placement.png
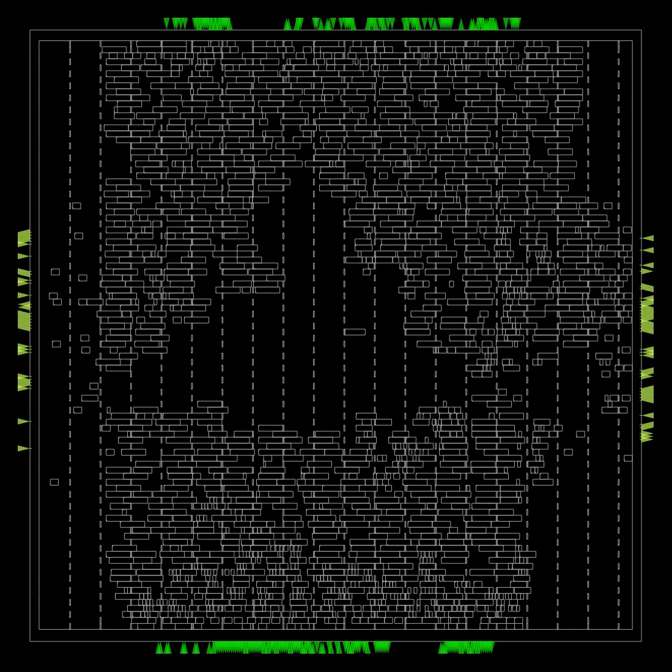
io_placement.png
Pins as bars across the die edge, other pins in grey.
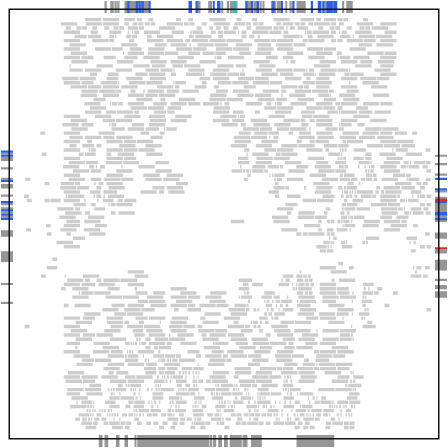
placement_by_type.png
Fill, decap, tap and diode cells in grey.
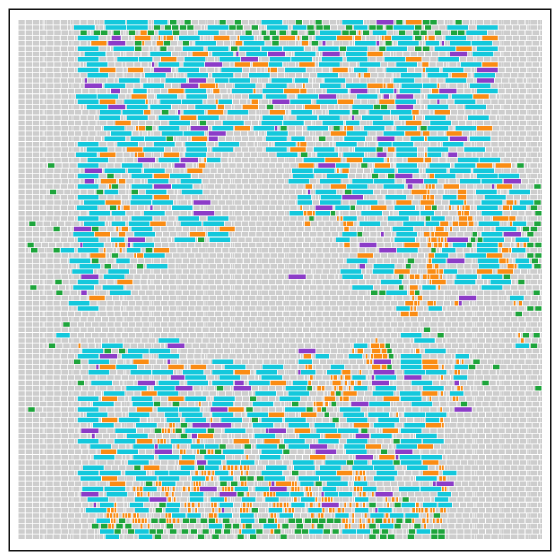
clk_routes.png
Scale bar: 100 um.
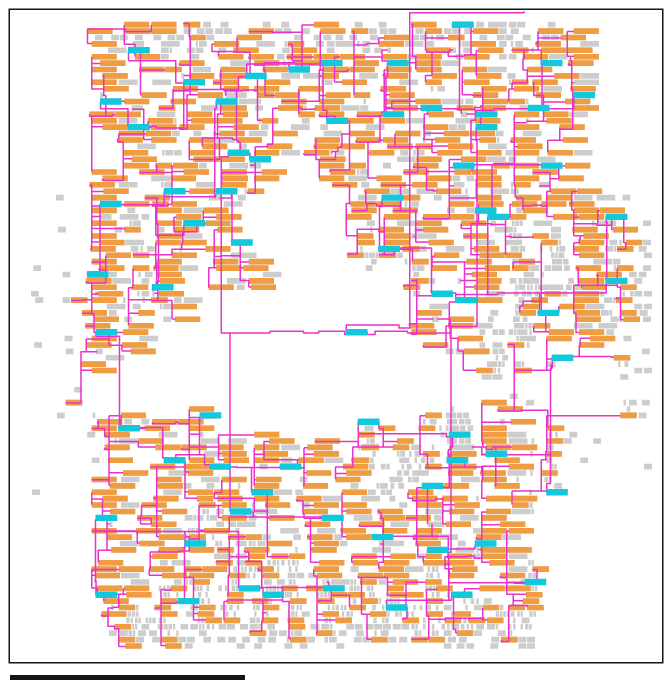
File: src/rtl/noc_radix_switch.sv
`default_nettype none
// ============================================================================
//  Module   : noc_radix_switch
//  Brief    : Radix-N NoC switch. One memory-to-core ingress FIFO routed by
//             destination field to per-core lanes, and N core-to-memory
//             ingress FIFOs merged onto the memory port by a round-robin
//             arbiter. All launches are registered; overflow is sticky.
//  Revision : 1.0  initial release
// ============================================================================
module noc_radix_switch #(
    parameter int RADIX      = 2,
    parameter int ADDR_WIDTH = 8,
    parameter int DATA_WIDTH = 32,
    parameter int FIFO_DEPTH = 4
) (
    input  logic                                         clk,
    input  logic                                         rst,
    input  logic                                         FIFO_M2C_ENQ,
    input  logic [ADDR_WIDTH+DATA_WIDTH-1:0]             FIFO_M2C_IN,
    output logic                                         FIFO_M2C_FULL,
    output logic [RADIX-1:0]                             FIFO_M2C_ENQ_downstream,
    output logic [RADIX*(ADDR_WIDTH+DATA_WIDTH)-1:0]     FIFO_M2C_OUT,
    input  logic [RADIX-1:0]                             FIFO_M2C_FULL_downstream,
    input  logic [RADIX-1:0]                             FIFO_C2M_ENQ,
    input  logic [RADIX*(ADDR_WIDTH+DATA_WIDTH)-1:0]     FIFO_C2M_IN,
    output logic [RADIX-1:0]                             FIFO_C2M_FULL,
    output logic                                         FIFO_C2M_ENQ_downstream,
    output logic [ADDR_WIDTH+DATA_WIDTH-1:0]             FIFO_C2M_OUT,
    output logic [$clog2(RADIX)-1:0]                     FIFO_C2M_SRC,
    input  logic                                         FIFO_C2M_FULL_downstream,
    output logic [RADIX:0]                               OVF
);

    localparam int c_W  = ADDR_WIDTH + DATA_WIDTH;
    localparam int c_S  = $clog2(RADIX);
    localparam int c_PW = $clog2(FIFO_DEPTH);
    localparam int c_CW = c_PW + 1;
    localparam logic [c_CW-1:0] c_DEPTH = c_CW'(FIFO_DEPTH);

    // ------------------------------------------------------------------
    // M2C ingress FIFO and destination router
    // ------------------------------------------------------------------
    logic [c_W-1:0]       r_m2c_mem [FIFO_DEPTH];
    logic [c_PW-1:0]      r_m2c_wp;
    logic [c_PW-1:0]      r_m2c_rp;
    logic [c_CW-1:0]      r_m2c_cnt;
    logic                 r_m2c_full;
    logic                 r_m2c_ovf;
    logic [RADIX-1:0]     r_m2c_enq_ds;
    logic [RADIX*c_W-1:0] r_m2c_out;

    logic                 w_m2c_wr;
    logic                 w_m2c_rd;
    logic [c_W-1:0]       w_m2c_head;
    logic [c_S-1:0]       w_m2c_dst;
    logic [c_CW-1:0]      w_m2c_cnt_nxt;
    logic [RADIX-1:0]     w_m2c_lane;

    // A write is refused while full; a same-cycle pop does not make room.
    assign w_m2c_wr      = FIFO_M2C_ENQ & ~r_m2c_full;
    assign w_m2c_head    = r_m2c_mem[r_m2c_rp];
    assign w_m2c_dst     = w_m2c_head[c_W-1 -: c_S];
    // Head-of-line: only the head is considered, so a blocked lane stalls all.
    assign w_m2c_rd      = (r_m2c_cnt != '0) & ~FIFO_M2C_FULL_downstream[w_m2c_dst];
    assign w_m2c_cnt_nxt = r_m2c_cnt + c_CW'(w_m2c_wr) - c_CW'(w_m2c_rd);

    // Decode the popped head into a one-hot lane launch
    always_comb begin
        w_m2c_lane = '0;
        for (int i = 0; i < RADIX; i++) begin
            w_m2c_lane[i] = w_m2c_rd & (w_m2c_dst == c_S'(i));
        end
    end

    // M2C storage array (contents are don't-care once the count is cleared)
    always_ff @(posedge clk) begin
        if (w_m2c_wr) begin
            r_m2c_mem[r_m2c_wp] <= FIFO_M2C_IN;
        end
    end

    // M2C pointers, count, full flag, sticky overflow and lane launch registers
    always_ff @(posedge clk) begin
        if (rst) begin
            r_m2c_wp     <= '0;
            r_m2c_rp     <= '0;
            r_m2c_cnt    <= '0;
            r_m2c_full   <= 1'b0;
            r_m2c_ovf    <= 1'b0;
            r_m2c_enq_ds <= '0;
            r_m2c_out    <= '0;
        end else begin
            if (w_m2c_wr) begin
                r_m2c_wp <= r_m2c_wp + c_PW'(1);
            end
            if (w_m2c_rd) begin
                r_m2c_rp <= r_m2c_rp + c_PW'(1);
            end
            r_m2c_cnt  <= w_m2c_cnt_nxt;
            r_m2c_full <= (w_m2c_cnt_nxt == c_DEPTH);
            if (FIFO_M2C_ENQ && r_m2c_full) begin
                r_m2c_ovf <= 1'b1;
            end
            r_m2c_enq_ds <= w_m2c_lane;
            for (int i = 0; i < RADIX; i++) begin
                if (w_m2c_lane[i]) begin
                    r_m2c_out[i*c_W +: c_W] <= w_m2c_head;
                end
            end
        end
    end

    // ------------------------------------------------------------------
    // C2M ingress FIFOs, one per core port
    // ------------------------------------------------------------------
    logic [RADIX-1:0]     w_c2m_nonempty;
    logic [RADIX-1:0]     w_c2m_gnt;
    logic [RADIX-1:0]     w_c2m_ovf;
    logic [RADIX*c_W-1:0] w_c2m_head;

    for (genvar gi = 0; gi < RADIX; gi++) begin : g_c2m
        logic [c_W-1:0]  r_mem [FIFO_DEPTH];
        logic [c_PW-1:0] r_wp;
        logic [c_PW-1:0] r_rp;
        logic [c_CW-1:0] r_cnt;
        logic            r_full;
        logic            r_ovf;
        logic            w_wr;
        logic            w_rd;
        logic [c_CW-1:0] w_cnt_nxt;

        assign w_wr      = FIFO_C2M_ENQ[gi] & ~r_full;
        assign w_rd      = w_c2m_gnt[gi];
        assign w_cnt_nxt = r_cnt + c_CW'(w_wr) - c_CW'(w_rd);

        assign w_c2m_nonempty[gi]        = (r_cnt != '0);
        assign w_c2m_head[gi*c_W +: c_W] = r_mem[r_rp];
        assign w_c2m_ovf[gi]             = r_ovf;
        assign FIFO_C2M_FULL[gi]         = r_full;

        // Per-port storage array
        always_ff @(posedge clk) begin
            if (w_wr) begin
                r_mem[r_wp] <= FIFO_C2M_IN[gi*c_W +: c_W];
            end
        end

        // Per-port pointers, count, full flag and sticky overflow
        always_ff @(posedge clk) begin
            if (rst) begin
                r_wp   <= '0;
                r_rp   <= '0;
                r_cnt  <= '0;
                r_full <= 1'b0;
                r_ovf  <= 1'b0;
            end else begin
                if (w_wr) begin
                    r_wp <= r_wp + c_PW'(1);
                end
                if (w_rd) begin
                    r_rp <= r_rp + c_PW'(1);
                end
                r_cnt  <= w_cnt_nxt;
                r_full <= (w_cnt_nxt == c_DEPTH);
                if (FIFO_C2M_ENQ[gi] && r_full) begin
                    r_ovf <= 1'b1;
                end
            end
        end
    end

    // ------------------------------------------------------------------
    // C2M round-robin arbiter and memory-side launch
    // ------------------------------------------------------------------
    logic [c_S-1:0] r_ptr;
    logic           r_c2m_enq_ds;
    logic [c_W-1:0] r_c2m_out;
    logic [c_S-1:0] r_c2m_src;

    logic           w_gnt_any;
    logic           w_gnt_fire;
    logic [c_S-1:0] w_gnt_idx;
    logic [c_W-1:0] w_gnt_flit;

    // First non-empty port at or after the priority pointer, wrapping around
    always_comb begin
        w_gnt_any = 1'b0;
        w_gnt_idx = '0;
        for (int k = 0; k < RADIX; k++) begin
            if (!w_gnt_any && w_c2m_nonempty[r_ptr + c_S'(k)]) begin
                w_gnt_any = 1'b1;
                w_gnt_idx = r_ptr + c_S'(k);
            end
        end
    end

    assign w_gnt_fire = w_gnt_any & ~FIFO_C2M_FULL_downstream;

    // One-hot pop strobe and head-flit select for the granted port
    always_comb begin
        w_c2m_gnt  = '0;
        w_gnt_flit = '0;
        for (int k = 0; k < RADIX; k++) begin
            if (w_gnt_idx == c_S'(k)) begin
                w_c2m_gnt[k] = w_gnt_fire;
                w_gnt_flit   = w_c2m_head[k*c_W +: c_W];
            end
        end
    end

    // Priority pointer advance and registered memory-side launch
    always_ff @(posedge clk) begin
        if (rst) begin
            r_ptr        <= '0;
            r_c2m_enq_ds <= 1'b0;
            r_c2m_out    <= '0;
            r_c2m_src    <= '0;
        end else begin
            r_c2m_enq_ds <= w_gnt_fire;
            if (w_gnt_fire) begin
                r_ptr     <= w_gnt_idx + c_S'(1);
                r_c2m_out <= w_gnt_flit;
                r_c2m_src <= w_gnt_idx;
            end
        end
    end

    assign FIFO_M2C_FULL           = r_m2c_full;
    assign FIFO_M2C_ENQ_downstream = r_m2c_enq_ds;
    assign FIFO_M2C_OUT            = r_m2c_out;
    assign FIFO_C2M_ENQ_downstream = r_c2m_enq_ds;
    assign FIFO_C2M_OUT            = r_c2m_out;
    assign FIFO_C2M_SRC            = r_c2m_src;
    assign OVF                     = {w_c2m_ovf, r_m2c_ovf};

endmodule
`default_nettype wire

File: config.mk
export PLATFORM = sky130hd
export DESIGN_NAME = noc_radix_switch
export DESIGN_NICKNAME = d
export VERILOG_FILES = /design/src/rtl/noc_radix_switch.sv
export SDC_FILE = /design/constraint.sdc
export NUM_CORES = 1
export LEC_CHECK = 0
export CORE_MARGIN = 4
export CORE_UTILIZATION = 32
export DETAILED_ROUTE_END_ITERATION = 16
export PLACE_DENSITY = 0.59
export SETUP_SLACK_MARGIN = 0.4
export SYNTH_ARGS = -nofsm -noshare
export SYNTH_HDL_FRONTEND = slang
export SYNTH_SLANG_ARGS = --single-unit
File: constraint.sdc
create_clock -name clk -period 6.7 [get_ports clk]
set_input_delay 0.67 -clock clk [delete_from_list [all_inputs] [get_ports clk]]
set_output_delay 0.67 -clock clk [all_outputs]
set_load 0.02 [all_outputs]
==> run_results.csv <==
group,metric,value,unit
sta,finalSetupViolations,0,
yosys,avgSynthCellArea,17.9,um2
global_routing,grt_max_degree,100,
min_path,hold_path_class,"flop to flop",
yosys,synth_seq_share,0.760,
sta,setup_tns,0,ps
cells_and_area,fin_cells,2575,
power,power_density,406,nW/um2
drt,drtIter0Drc,903,
cells_and_area,logic_gates,553,
yosys,area_leaders,"edfxtp_1 62%, dfxtp_1 14%, mux4_2 12%, nand2_1 2.5%, a21oi_1 1.9%",
run_status,outcome,"completed",
place,place_hpwl,33700,um
drt,dr.pass1.iters,6,
yosys,yosysWarnings,0,
critical_path,startpoint_type,"flop",
sta,max_freq,0.309,GHz
power,p_comb_frac,0.242,
yosys,ys_cells,1294,
place,placedInstanceArea,26700,um2
global_routing,overflow,0,
yosys,synth.top_cell.area_share,0.623,
yosys,postSynthCellCount,1294,
sta,worst_slack,3460,ps
critical_path,worstPathArrival,3720,ps
drt,drc,0,
clock_network,cts_sinks,638,
yosys,syn-num-nets,1443,
drt,dr_total_vias,12256,
cells_and_area,clk_share,0.0787,
cells_and_area,areaGrowthSynthToFinish,25.5,%
clock_network,cts_tree,"built",
global_routing,grt.total_usage,0.141,
sta,fin_skew,24.0,ps
floorplanning,design.die.area,76700,um2
yosys,common_cells,"480 x edfxtp_1, 158 x dfxtp_1, 157 x nand2_1",
drt,wl_per_cell,21.4,um
sta,slew_headroom,0.250,
yosys,synth-edff-count,480,
clock_network,max-clock-path-buffers,3,
cells_and_area,diodes,6,
clock_network,cts_max_level,3,
place,place_ws,3320,ps
sta,rsz0062_at_grt,"no",
clock_network,clk_pin_slew_worst_paths,60,ps
cells_and_area,most-common-layout-cells,"480 x edfxtp_1, 256 x clkdlybuf4s50_1, 157 x nand2_1, 152 x dfxtp_1, 120 x mux4_2",
global_routing,first_global_vias,12868,
Back to the opening pictures, placement.png:
core area: 71,600 um2
number of fill cells in the layout: 6,477
tap cells: 950
flip-flops: 638

Back to the opening pictures, io_placement.png:
legend:
  cyan:
    port: `FIFO_C2M_FULL_downstream`
    pins: 1
    direction: input
    edge: north
  blue:
    port: `FIFO_C2M_OUT`
    pins: 40
    direction: output
    edge: 27 north, 7 west, 6 east
  red:
    port: `FIFO_C2M_ENQ`
    pins: 2
    direction: input
    edge: east
all pins by edge: 110 south, 84 north, 35 east, 29 west
I/O Buffers: 257
Die W: 277 um

Back to the opening pictures, placement_by_type.png:
legend:
  green:
    class: other buffers and delay cells
    cells: 282
    share_of_their_area: 9.9%
  orange:
    class: combinational and other logic
    cells: 574
    share_of_their_area: 19%
  cyan:
    class: flops
    cells: 638
    share_of_their_area: 63%
  purple:
    class: clock drivers and dummy loads
    cells: 125
    share_of_their_area: 8.2%

Back to the opening pictures, clk_routes.png:
legend:
  cyan:
    item: clock drivers
    count: 68
  orange:
    item: flip-flops
    count: 638
  magenta:
    item: clock wires
    length: 7,490 um
flops lie: all over the die
routed clock nets: 69
clock-net power: 3.77 mW
clk latency late pin: 610 ps
Clk network pwr share: 0.320

[layer usage]
metal	up-vias	track usage	part of all wire
met5	-	0	0.00071
met4	6	0.0476	0.021
met3	84	0.0316	0.058
met2	318	0.247	0.52
met1	6280	0.172	0.40
li1	5568	-	-
[critical path, stage by stage, from the launching register on]
cell     delay, ps
dfxtp_2       1060
mux4_2         500
or3_1          390
nand2_1         70
ha_1           220
inv_1           60
ha_1           150
fa_1           420
nor4_1         260
[path summary, 6_finish.rpt]
| path | startpoint | end | slack (ps) | depth (start not counted) |
|---|---|---|---|---|
| setup reg to reg | flop | FIFO_M2C_FULL$_SDFF_PP0_ | 3460 | 8 |
| hold / removal | FIFO_M2C_OUT[31]$_SDFFE_PP0P_ | FIFO_M2C_OUT[31]$_SDFFE_PP0P_ | 450 | 2 |
| setup / recovery | flop | FIFO_M2C_FULL$_SDFF_PP0_ | 3460 | 8 |
| hold reg to reg | FIFO_M2C_OUT[31]$_SDFFE_PP0P_ | FIFO_M2C_OUT[31]$_SDFFE_PP0P_ | 450 | 2 |
[state kept, by name, summed over array words and instances, names as in the netlist, named ones only]
signal and flops:
FIFO_M2C_ENQ_downstream 2, g_c2m.r_mem 320, g_c2m.r_ovf 2, g_c2m.r_full 2
FIFO_M2C_OUT 80, FIFO_C2M_OUT 40, g_c2m.r_rp 4, r_m2c_cnt 3
r_m2c_ovf 1, FIFO_C2M_SRC 1, g_c2m.r_cnt 6, r_ptr 1
g_c2m.r_wp 4, FIFO_C2M_ENQ_downstream 1, r_m2c_rp 2, r_m2c_mem 160
r_m2c_wp 2, FIFO_M2C_FULL 1
Power figures rest on the tool's default switching activity, not on a simulated workload.
